[config.mk]
export PLATFORM = sky130hd
export DESIGN_NAME = bf16_add_sched_flat
export DESIGN_NICKNAME = d
export VERILOG_FILES = /design/src/rtl/bf16_pkg.sv /design/src/rtl/bf16_add_sched_if.sv /design/src/rtl/bf16_add.sv /design/src/rtl/bf16_rr_arb.sv /design/src/rtl/bf16_add_sched.sv /design/src/flat_wrapper.sv
export SDC_FILE = /design/constraint.sdc
export NUM_CORES = 1
export LEC_CHECK = 0
export CAP_MARGIN = 20
export CORE_MARGIN = 2
export CORE_UTILIZATION = 49
export DETAILED_ROUTE_END_ITERATION = 6
export PLACE_DENSITY = 0.79
export REMOVE_ABC_BUFFERS = 1
export SETUP_SLACK_MARGIN = 0.1
export SKIP_LAST_GASP = 1
export SLEW_MARGIN = 40
export SYNTH_ARGS = -nofsm -noshare
export SYNTH_HDL_FRONTEND = slang
export SYNTH_SLANG_ARGS = --single-unit
[constraint.sdc]
create_clock -name clk -period 10.72 [get_ports clk]
set_input_delay 2.68 -clock clk [delete_from_list [all_inputs] [get_ports clk]]
set_output_delay 2.68 -clock clk [all_outputs]
set_load 0.02 [all_outputs]
[src/rtl/bf16_pkg.sv]
// Shared bf16 definitions: the packed {sign, exponent, mantissa} view and a few
// constants used by the adder, the scheduler and anything that talks to them.
package bf16_pkg;

  typedef struct packed {
    logic       s;
    logic [7:0] e;
    logic [6:0] m;
  } bf16_t;

  localparam logic [15:0] BF16_POS_ZERO = 16'h0000;
  localparam logic [15:0] BF16_ONE      = 16'h3F80;
  localparam logic [15:0] BF16_QNAN     = 16'h7FC0;

endpackage

[src/rtl/bf16_add_sched_if.sv]
// Request/result bundle of the shared bf16 adder scheduler. The scheduler uses
// the slave view; requesters and the result consumer together use the master view.
// Optional macro BF16_ADD_SCHED_STATS_EN adds the per-requester grant counters.
interface bf16_add_sched_if #(
  parameter int N_REQ = 4
);
  localparam int ID_W = $clog2(N_REQ);

  logic [N_REQ-1:0]    req_valid_i;
  logic [N_REQ-1:0]    req_ready_o;
  logic [N_REQ-1:0]    req_sub_i;
  logic [N_REQ*16-1:0] req_a_i;
  logic [N_REQ*16-1:0] req_b_i;
  logic                res_valid_o;
  logic                res_ready_i;
  logic [ID_W-1:0]     res_id_o;
  logic [15:0]         res_o;
`ifdef BF16_ADD_SCHED_STATS_EN
  logic [N_REQ*16-1:0] grant_cnt_o;
`endif

  modport slave (
    input  req_valid_i, req_sub_i, req_a_i, req_b_i, res_ready_i,
    output req_ready_o, res_valid_o, res_id_o, res_o
`ifdef BF16_ADD_SCHED_STATS_EN
    , output grant_cnt_o
`endif
  );

  modport master (
    output req_valid_i, req_sub_i, req_a_i, req_b_i, res_ready_i,
    input  req_ready_o, res_valid_o, res_id_o, res_o
`ifdef BF16_ADD_SCHED_STATS_EN
    , input grant_cnt_o
`endif
  );

endinterface

[src/rtl/bf16_add.sv]
// Combinational bf16 adder, round-to-nearest-even. Subnormal inputs are treated
// as zero and results that underflow flush to a signed zero. NaN in or inf-inf
// gives the canonical quiet NaN; overflow gives a signed infinity.
module bf16_add
  import bf16_pkg::*;
(
  input  bf16_t a,
  input  bf16_t b,
  output bf16_t y
);

  bf16_t              big, sml;
  logic               a_nan, b_nan, a_inf, b_inf, a_zero, b_zero;
  logic [7:0]         d;
  logic [18:0]        sml_full;
  logic [10:0]        big_sig, sml_sig, norm;
  logic [11:0]        sum;
  logic signed [9:0]  exp_n;
  logic [3:0]         lz;
  logic               found;
  logic               round_up;
  logic [7:0]         mant_r;

  // Align, add or subtract, normalise, round, then pick special-case results.
  always_comb begin
    // NOTE: every variable gets a default before any branch, so no path leaves one unassigned and no latch is inferred.
    y        = bf16_t'(BF16_POS_ZERO);
    found    = 1'b0;
    lz       = '0;
    sum      = '0;
    norm     = '0;

    a_nan  = (a.e == 8'hFF) && (a.m != 7'd0);
    b_nan  = (b.e == 8'hFF) && (b.m != 7'd0);
    a_inf  = (a.e == 8'hFF) && (a.m == 7'd0);
    b_inf  = (b.e == 8'hFF) && (b.m == 7'd0);
    a_zero = (a.e == 8'h00);
    b_zero = (b.e == 8'h00);

    // Larger magnitude goes first so the difference is never negative.
    if ({a.e, a.m} >= {b.e, b.m}) begin
      big = a;
      sml = b;
    end else begin
      big = b;
      sml = a;
    end

    // Significands carry hidden bit, 7 fraction bits, guard, round and sticky.
    d        = big.e - sml.e;
    big_sig  = {1'b1, big.m, 3'b000};
    sml_full = {1'b1, sml.m, 3'b000, 8'h00} >> d;
    sml_sig  = sml_full[18:8] | {10'd0, |sml_full[7:0]};
    exp_n    = {2'b00, big.e};

    if (big.s == sml.s) begin
      sum = {1'b0, big_sig} + {1'b0, sml_sig};
      if (sum[11]) begin
        norm  = sum[11:1] | {10'd0, sum[0]};
        exp_n = exp_n + 10'sd1;
      end else begin
        norm = sum[10:0];
      end
    end else begin
      norm = big_sig - sml_sig;
      for (int i = 10; i >= 0; i--) begin
        if (!found && norm[i]) begin
          found = 1'b1;
          lz    = 4'(10 - i);
        end
      end
      norm  = norm << lz;
      exp_n = exp_n - signed'({6'd0, lz});
    end

    round_up = norm[2] & (norm[1] | norm[0] | norm[3]);
    mant_r   = {1'b0, norm[9:3]} + {7'd0, round_up};
    if (mant_r[7]) begin
      exp_n = exp_n + 10'sd1;
    end

    if (a_nan || b_nan || (a_inf && b_inf && (a.s != b.s))) begin
      y = bf16_t'(BF16_QNAN);
    end else if (a_inf) begin
      y = a;
    end else if (b_inf) begin
      y = b;
    end else if (a_zero && b_zero) begin
      y = {a.s & b.s, 15'd0};
    end else if (a_zero) begin
      y = b;
    end else if (b_zero) begin
      y = a;
    end else if ((big.s != sml.s) && !found) begin
      y = bf16_t'(BF16_POS_ZERO);
    end else if (exp_n <= 10'sd0) begin
      y = {big.s, 15'd0};
    end else if (exp_n >= 10'sd255) begin
      y = {big.s, 8'hFF, 7'd0};
    end else begin
      y = {big.s, exp_n[7:0], mant_r[6:0]};
    end
  end

endmodule

[src/rtl/bf16_rr_arb.sv]
// Combinational round-robin arbiter. Search starts one past the pointer and
// wraps; the pointer register itself lives in the caller.
module bf16_rr_arb #(
  parameter  int N  = 4,
  localparam int IW = $clog2(N)
)(
  input  logic [N-1:0]  req,
  input  logic [IW-1:0] ptr,
  input  logic          en,
  output logic [N-1:0]  gnt,
  output logic [IW-1:0] gnt_idx
);

  int            idx;
  logic [IW-1:0] cand;
  logic          found;

  // First requester after the pointer wins; no grant when disabled.
  always_comb begin
    gnt     = '0;
    gnt_idx = '0;
    found   = 1'b0;
    idx     = 0;
    cand    = '0;
    for (int k = 1; k <= N; k++) begin
      idx = int'(ptr) + k;
      if (idx >= N) idx = idx - N;
      cand = IW'(idx);
      if (!found && req[cand]) begin
        found   = 1'b1;
        gnt_idx = cand;
      end
    end
    if (en && found) gnt[gnt_idx] = 1'b1;
  end

endmodule

[src/rtl/bf16_add_sched.sv]
// Shares one bf16 adder between N_REQ requesters: round-robin pick, operand
// register stage, adder, result register stage with backpressure, ID tagged.
// Optional macro BF16_ADD_SCHED_STATS_EN adds saturating per-requester grant counters.
module bf16_add_sched
  import bf16_pkg::*;
#(
  parameter int N_REQ = 4
)(
  input logic             clk,
  input logic             nreset,
  bf16_add_sched_if.slave bus
);

  localparam int ID_W = $clog2(N_REQ);

  logic              s1_valid;
  logic [ID_W-1:0]   s1_id;
  bf16_t             s1_a, s1_b;
  bf16_t             sel_a, sel_b, sum;
  logic [ID_W-1:0]   ptr, gnt_idx;
  logic [N_REQ-1:0]  gnt;
  logic              s1_free, s2_free, accept;

  assign s2_free = !bus.res_valid_o || bus.res_ready_i;
  assign s1_free = !s1_valid || s2_free;

  // Ready is withheld while in reset, so no handshake can complete then.
  bf16_rr_arb #(.N(N_REQ)) u_arb (
    .req     (bus.req_valid_i),
    .ptr     (ptr),
    .en      (s1_free && nreset),
    .gnt     (gnt),
    .gnt_idx (gnt_idx)
  );

  assign bus.req_ready_o = gnt;
  assign accept          = |gnt;

  // Operand mux for the granted requester; subtraction flips the sign of b here.
  always_comb begin
    sel_a   = bus.req_a_i[{gnt_idx, 4'b0000} +: 16];
    sel_b   = bus.req_b_i[{gnt_idx, 4'b0000} +: 16];
    sel_b.s = sel_b.s ^ bus.req_sub_i[gnt_idx];
  end

  // Stage-1 occupancy and round-robin pointer.
  always_ff @(posedge clk) begin
    // NOTE: state registers use non-blocking assignment so every flop samples pre-edge values.
    if (!nreset) begin
      s1_valid <= 1'b0;
      ptr      <= ID_W'(N_REQ - 1);
    end else if (accept) begin
      s1_valid <= 1'b1;
      ptr      <= gnt_idx;
    end else if (s2_free) begin
      s1_valid <= 1'b0;
    end
  end

  // Stage-1 payload.
  always_ff @(posedge clk) begin
    // NOTE: payload registers are not reset; s1_valid qualifies them, so stale data is never observed.
    if (accept) begin
      s1_id <= gnt_idx;
      s1_a  <= sel_a;
      s1_b  <= sel_b;
    end
  end

  bf16_add u_add (
    .a (s1_a),
    .b (s1_b),
    .y (sum)
  );

  // Result stage: loads whenever it is free, holds under backpressure.
  always_ff @(posedge clk) begin
    if (!nreset) begin
      bus.res_valid_o <= 1'b0;
      bus.res_id_o    <= '0;
      bus.res_o       <= BF16_POS_ZERO;
    end else if (s2_free) begin
      bus.res_valid_o <= s1_valid;
      if (s1_valid) begin
        bus.res_id_o <= s1_id;
        bus.res_o    <= sum;
      end
    end
  end

`ifdef BF16_ADD_SCHED_STATS_EN
  logic [15:0] grant_cnt [N_REQ];

  // Per-requester acceptance counters that stick at all-ones.
  always_ff @(posedge clk) begin
    if (!nreset) begin
      for (int i = 0; i < N_REQ; i++) grant_cnt[i] <= '0;
    end else begin
      for (int i = 0; i < N_REQ; i++) begin
        if (gnt[i] && (grant_cnt[i] != 16'hFFFF)) grant_cnt[i] <= grant_cnt[i] + 16'd1;
      end
    end
  end

  for (genvar g = 0; g < N_REQ; g++) begin : g_cnt_out
    assign bus.grant_cnt_o[16*g +: 16] = grant_cnt[g];
  end
`endif

endmodule
[src/flat_wrapper.sv]
// flat-port wrapper written by rule: the top's interface ports become plain ports
module bf16_add_sched_flat import bf16_pkg::*;
#(
  parameter int N_REQ = 4
)
  (clk, nreset, bus_req_valid_i, bus_req_sub_i, bus_req_a_i, bus_req_b_i, bus_res_ready_i, bus_req_ready_o, bus_res_valid_o, bus_res_id_o, bus_res_o);
  bf16_add_sched_if #(.N_REQ(N_REQ)) bus_i ();
  input logic clk;
  input logic nreset;
  input wire logic [$bits(bus_i.req_valid_i)-1:0] bus_req_valid_i;
  input wire logic [$bits(bus_i.req_sub_i)-1:0] bus_req_sub_i;
  input wire logic [$bits(bus_i.req_a_i)-1:0] bus_req_a_i;
  input wire logic [$bits(bus_i.req_b_i)-1:0] bus_req_b_i;
  input wire logic [$bits(bus_i.res_ready_i)-1:0] bus_res_ready_i;
  output wire logic [$bits(bus_i.req_ready_o)-1:0] bus_req_ready_o;
  output wire logic [$bits(bus_i.res_valid_o)-1:0] bus_res_valid_o;
  output wire logic [$bits(bus_i.res_id_o)-1:0] bus_res_id_o;
  output wire logic [$bits(bus_i.res_o)-1:0] bus_res_o;
  assign bus_i.req_valid_i = bus_req_valid_i;
  assign bus_i.req_sub_i = bus_req_sub_i;
  assign bus_i.req_a_i = bus_req_a_i;
  assign bus_i.req_b_i = bus_req_b_i;
  assign bus_i.res_ready_i = bus_res_ready_i;
  assign bus_req_ready_o = bus_i.req_ready_o;
  assign bus_res_valid_o = bus_i.res_valid_o;
  assign bus_res_id_o = bus_i.res_id_o;
  assign bus_res_o = bus_i.res_o;
  bf16_add_sched #(.N_REQ(N_REQ)) u_core (.clk(clk), .nreset(nreset), .bus(bus_i));
endmodule
Figure 1. Power grid (run 1).
Bar = 50 um. Pins as bars on the die edge.
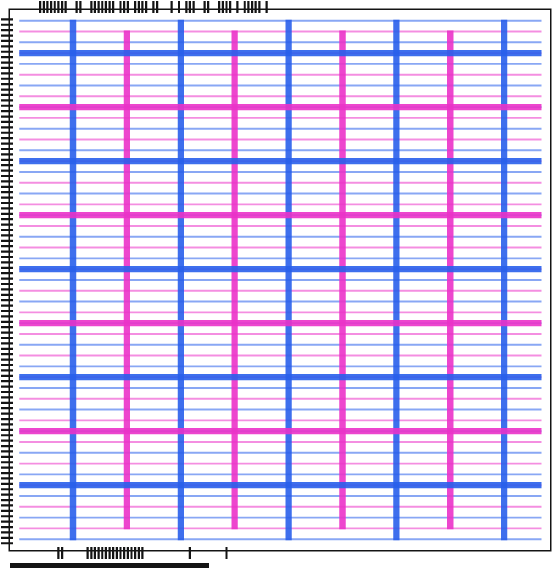
| colour | net |
|---|---|
| magenta | VDD |
| blue | VSS |
signal pins: 162
met1 rails: 49
met4 straps: 9

Figure 2. Placed cells, one colour a class (run 1).
Bar = 50 um.
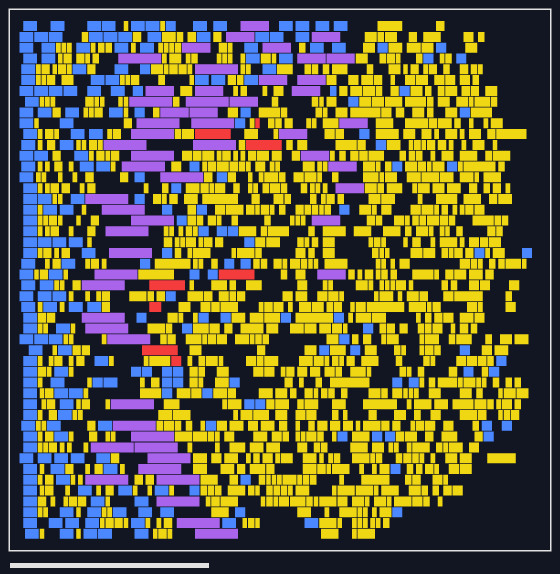
| colour | class | cells |
|---|---|---|
| yellow | all other logic | 1072 |
| blue | other buffers and delay cells | 241 |
| purple | flops | 56 |
| red | clock drivers and dummy loads | 8 |

==> impl_metrics.ini, run 1 <==
; physical design summary
[pwr]
pwr_density_cell_nw_per_um2 = 278
power.group.top = combinational cells
comb_power_mw = 2.57
p_sw_mw = 1.68
swShare_pct = 54.8
irDropWorstVdd_v = 0.000195
pg_seq_mw = 0.331
leakagePower_nw = 4.48
finalPower_mw = 3.06

[logic_synthesis]
aoi_share_pct = 31.6
synth-main-ff-cell = edfxtp_1
synthCells = 1192
edf_count = 34
common_cells = 219 x nand2_1, 91 x nor2_1, 65 x a21oi_1, 56 x o21ai_0, 49 x inv_1
mux_share_pct = 3.93
synthTopLogicFamily = AND-OR/OR-AND gates
postSynthSeqShare_pct = 17.1
ys_sh_simple_pct = 31.4
top_cell = nand2_1
syn_area_sq_um = 8530
yosys.area.top_type = edfxtp_1
synth.top_cell.area_share_pct = 12.0
ys_cells = 1192
ys_chip_area_sq_um = 8530
yosys_warnings = 0
xor_area_share_pct = 2.98

[finish]
mi_logic_area_sq_um = 6700
diodes = 0
fillers = 1559
syn2layout_area_growth_pct = 28.9
fin_cells = 1602
layout-drive-gt1-share_pct = 15.3

[worst_setup_path]
crit_type = flop to flop
endpoint_kind = flop
worst-path-buf-inv = 4
crit_family = simple AND/OR/NAND/NOR gates
critPathSlowestCell = or4_4
crit_fanout = 7
crit_cells = 47

[drt]
top_layer_used = met4
wirelength_um = 30600
wl_per_cell_um = 19.1
post-route-drc-count = 0
via_count = 10100
drt-pass1-iter-count = 6
dr_wl_met3_um = 2140
drt-met1-wl_um = 12700
postRouteAntennaNets = 0
wl_met2_um = 14700
drtIter0Drc = 949

[placed_design]
dp_cells = 1576
postPlaceCellArea_sq_um = 10500
place_congestion = 0.977
post-place-ws_ns = 0.0519
dp_hpwl_um = 24200

[final_timing]
post-route-period-util_pct = 95.7
layout_setup_ws_ns = 0.458
fin_skew_ns = 0.00664
clock.fmax_ghz = 0.0974
min_period_ns = 10.26
max_slew_margin_pct = 44.8
worst_pin_slew_ns = 0.821
finalSetupViolCount = 0
rsz0062_at_grt = no
holdWs_ns = 0.477

[floorplanning]
core_area_sq_um = 17200
die_area_sq_um = 18500
die_w_um = 136
die_y_um = 136

[status]
outcome = complete, no violations

[grt]
gr-usage-met1_pct = 41.3
grt_busiest_layer = met2
met3_usage_pct = 4.14
grt_util_met2_pct = 55.3
grt_pass1_wl_um = 48200
gr-total-overflow = 0

[flow_run]
maxCapViolCount = 0

[hold_path]
holdPathStages = 2

[cts]
cts_buffer_depth = 2
Figure 3. Clock wires, drivers and flops (run 1).
Bar = 50 um.
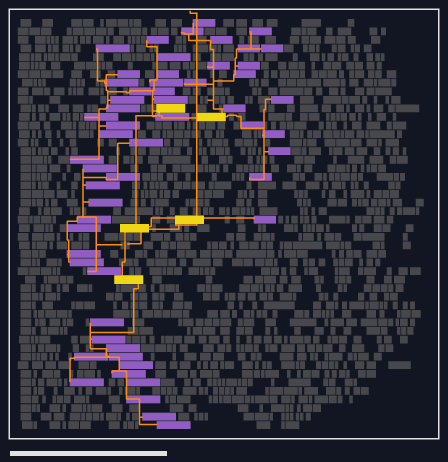
[orange] clock wires | length: 705 um
[purple] flip-flops | count: 56
[yellow] cells driving clock nets | count: 5
routed clock nets: 6

run 1: placed cells by master, fill, tap and decap left out, types with 33 or more instances in the layout:
master,instances
o21ai_0,53
a31oi_1,45
nor2_1,90
nand2_1,219
edfxtp_1,34
clkdlybuf4s50_1,161
a21oi_1,65
ha_1,33
buf_4,79
inv_1,47
and3_1,39
run 1: worst reg2reg max path: cells and delay by family (launching register included):
family	cells	cell delay, ns
simple gates	19	4.01
compound gates	16	3.12
fa+ha+maj	5	1.28
mux	2	0.59
flops	1	0.51
buf+inv	4	0.42
xor+xnor	1	0.23
run 1: final cells by class:
type	count	area share [%]
clock inverter	2	0.148
clock buffer	6	1.17
sequential	56	13.3
inverter	55	1.90
timing repair buffer	241	20.1
tap	225	2.56
multi-input combinational	1017	60.9
run 1: cell families (layout without fill, tap and decap cells):
group,after synthesis,in the layout
compound gates,372,372
buf+inv,119,304
flops,56,56
xor+xnor,29,29
mux,32,32
fa+ha+maj,42,42
simple gates,542,542
run 1: worst paths after layout:
check	start	to	slack, ns
worst max-delay path	u_core.s1_a[12]$_DFFE_PP_	u_core.bus.res_o[6]$_SDFFE_PN0P_	0.46
worst min-delay path	u_core.bus.res_id_o[0]$_SDFFE_PN0P_	u_core.bus.res_id_o[0]$_SDFFE_PN0P_	0.48
worst max register to register	u_core.s1_a[12]$_DFFE_PP_	u_core.bus.res_o[6]$_SDFFE_PN0P_	0.46
worst min register to register	u_core.bus.res_id_o[0]$_SDFFE_PN0P_	u_core.bus.res_id_o[0]$_SDFFE_PN0P_	0.48
run 1: what timing repair did:
| item | in CTS | in global routing |
|---|---|---|
| setup endpoints to repair | 7 | 15 |
| setup buffers | 3 | 14 |
| gates cloned | 0 | 1 |
| pin swaps | 0 | 19 |
| hold buffers | 0 | 0 |
| resized | 4 | 32 |
==> run 2: changes to the inputs <==
- SKIP_CTS_REPAIR_TIMING: not set -> 1
Figure 4. Power grid (run 2).
Bar = 50 um. Pins as bars on the die edge.
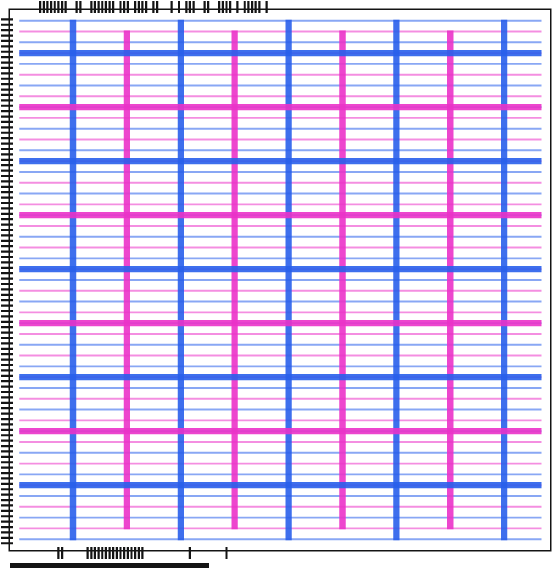
| colour | net |
|---|---|
| magenta | VDD |
| blue | VSS |
met5 straps: 9
rows: 48
signal pins: 162
met1 rails: 49
met4 straps: 9

Figure 5. Clock wires, drivers and flops (run 2).
Bar = 50 um.
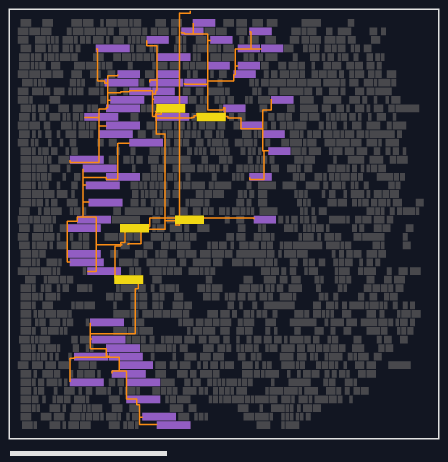
[yellow] cells driving clock nets | count: 5
[purple] flip-flops | count: 56
[orange] clock wires | length: 696 um
routed clock nets: 6

==> run 2 against run 1 <==
  * Clock skew shrank 0.0011 ns
  * Synthesized area is the same
  * Final cell count grew 0.12%
  * Utilization grew 0.11 points
  * Die size is the same
  * Sequential power is essentially flat
  * Clock power is essentially flat
  * Via count grew 0.59%
  * Non-clock buffer count grew 2
==> impl_metrics.ini, run 2 <==
; physical design summary
[final_timing]
worst_pin_slew_ns = 0.799
layout_setup_ws_ns = 0.470
fin_skew_ns = 0.00551
holdWs_ns = 0.476

[drt]
wl_met2_um = 14700
post-route-drc-count = 0
via_count = 10200
postRouteAntennaNets = 0
drtIter0Drc = 865
wl_per_cell_um = 19.1
drt-pass1-iter-count = 6
top_layer_used = met4

[finish]
lay_top_count = nand2_1
fillers = 1557
fin_cells = 1604
syn2layout_area_growth_pct = 29.1

[logic_synthesis]
syn_area_sq_um = 8530
top_cell = nand2_1
postSynthSeqShare_pct = 17.1
ys_cells = 1192
yosys.area.top_type = edfxtp_1
synth-main-ff-cell = edfxtp_1
ys_chip_area_sq_um = 8530
synthCells = 1192

[floorplanning]
die_y_um = 136
die_area_sq_um = 18500
die_w_um = 136

[cts]
cts_buffer_depth = 2

[hold_path]
min_from = u_core.bus.res_id_o[0]$_SDFFE_PN0P_

[grt]
grt_pass1_wl_um = 48000
gr-total-overflow = 0

[pwr]
finalPower_mw = 3.06
pwr_density_cell_nw_per_um2 = 278
leakagePower_nw = 4.49

[worst_setup_path]
crit_type = flop to flop
endpoint_kind = flop

[status]
outcome = complete, no violations

[placed_design]
post-place-ws_ns = 0.0519
dp_hpwl_um = 24200
place_congestion = 0.977
dp_cells = 1576
Figure 6. Routed metal, one colour a layer (run 2).
Only two layers are drawn.
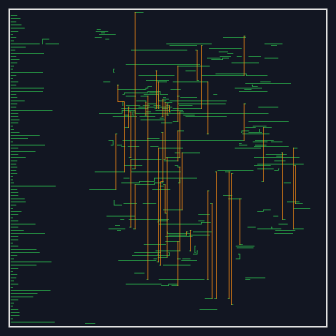
| colour | layer | wire length |
|---|---|---|
| orange | met4 | 1130 um |
| green | met3 | 2060 um |

==> run 2: final timing paths <==
check                                   endpoint  slack, ns  cells after the start
min          u_core.bus.res_id_o[0]$_SDFFE_PN0P_       0.48                      2
min reg2reg  u_core.bus.res_id_o[0]$_SDFFE_PN0P_       0.48                      2
max reg2reg     u_core.bus.res_o[8]$_SDFFE_PN0P_       0.47                     46
max             u_core.bus.res_o[8]$_SDFFE_PN0P_       0.47                     46
==> run 2: area by class of cell <==
cell class | instances | area share, %
clock buffers | 6 | 1.17
clock inverters | 2 | 0.148
inverters | 55 | 1.90
multi-input cells | 1017 | 60.8
flip-flops and latches | 56 | 13.3
well taps | 225 | 2.55
repair buffers | 243 | 20.2
==> run 2: cell families (layout without fill, tap and decap cells) <==
| family | count (synthesis) | after routing | share of synthesized area, % |
|---|---|---|---|
| simple gates | 542 | 542 | 31.4 |
| compound gates | 372 | 372 | 31.6 |
| buf+inv | 119 | 306 | 6.67 |
| flops | 56 | 56 | 17.1 |
| fa+ha+maj | 42 | 42 | 6.33 |
| mux | 32 | 32 | 3.93 |
| xor+xnor | 29 | 29 | 2.98 |
==> run 2: critical path, delay by kind of cell, from the launching register on <==
family,cells,cell delay (ns)
compound gates,18,3.70
simple gates,17,3.56
fa+ha+maj,5,1.28
mux,2,0.59
flops,1,0.52
buf+inv,3,0.33
xor+xnor,1,0.17
==> run 2: power by group through the flow <==
stage	clock network [mW]	logic [mW]	registers (mW)
after global placement	0	2.39	0.334
after CTS	0.167	2.42	0.330
after floorplan	0	1.65	0.340
after global routing	0.177	2.78	0.334
final	0.165	2.56	0.333
after detailed placement	0	2.40	0.334
==> run 2: per-layer routing <==
metal / global-route usage [%] / vias up
met3: 4.06 / 90
met2: 55.4 / 522
met5: 0 / -
met1: 41.0 / 4725
li1: - / 4849
met4: 11.1 / 0
Power and IR drop assume default switching activity.
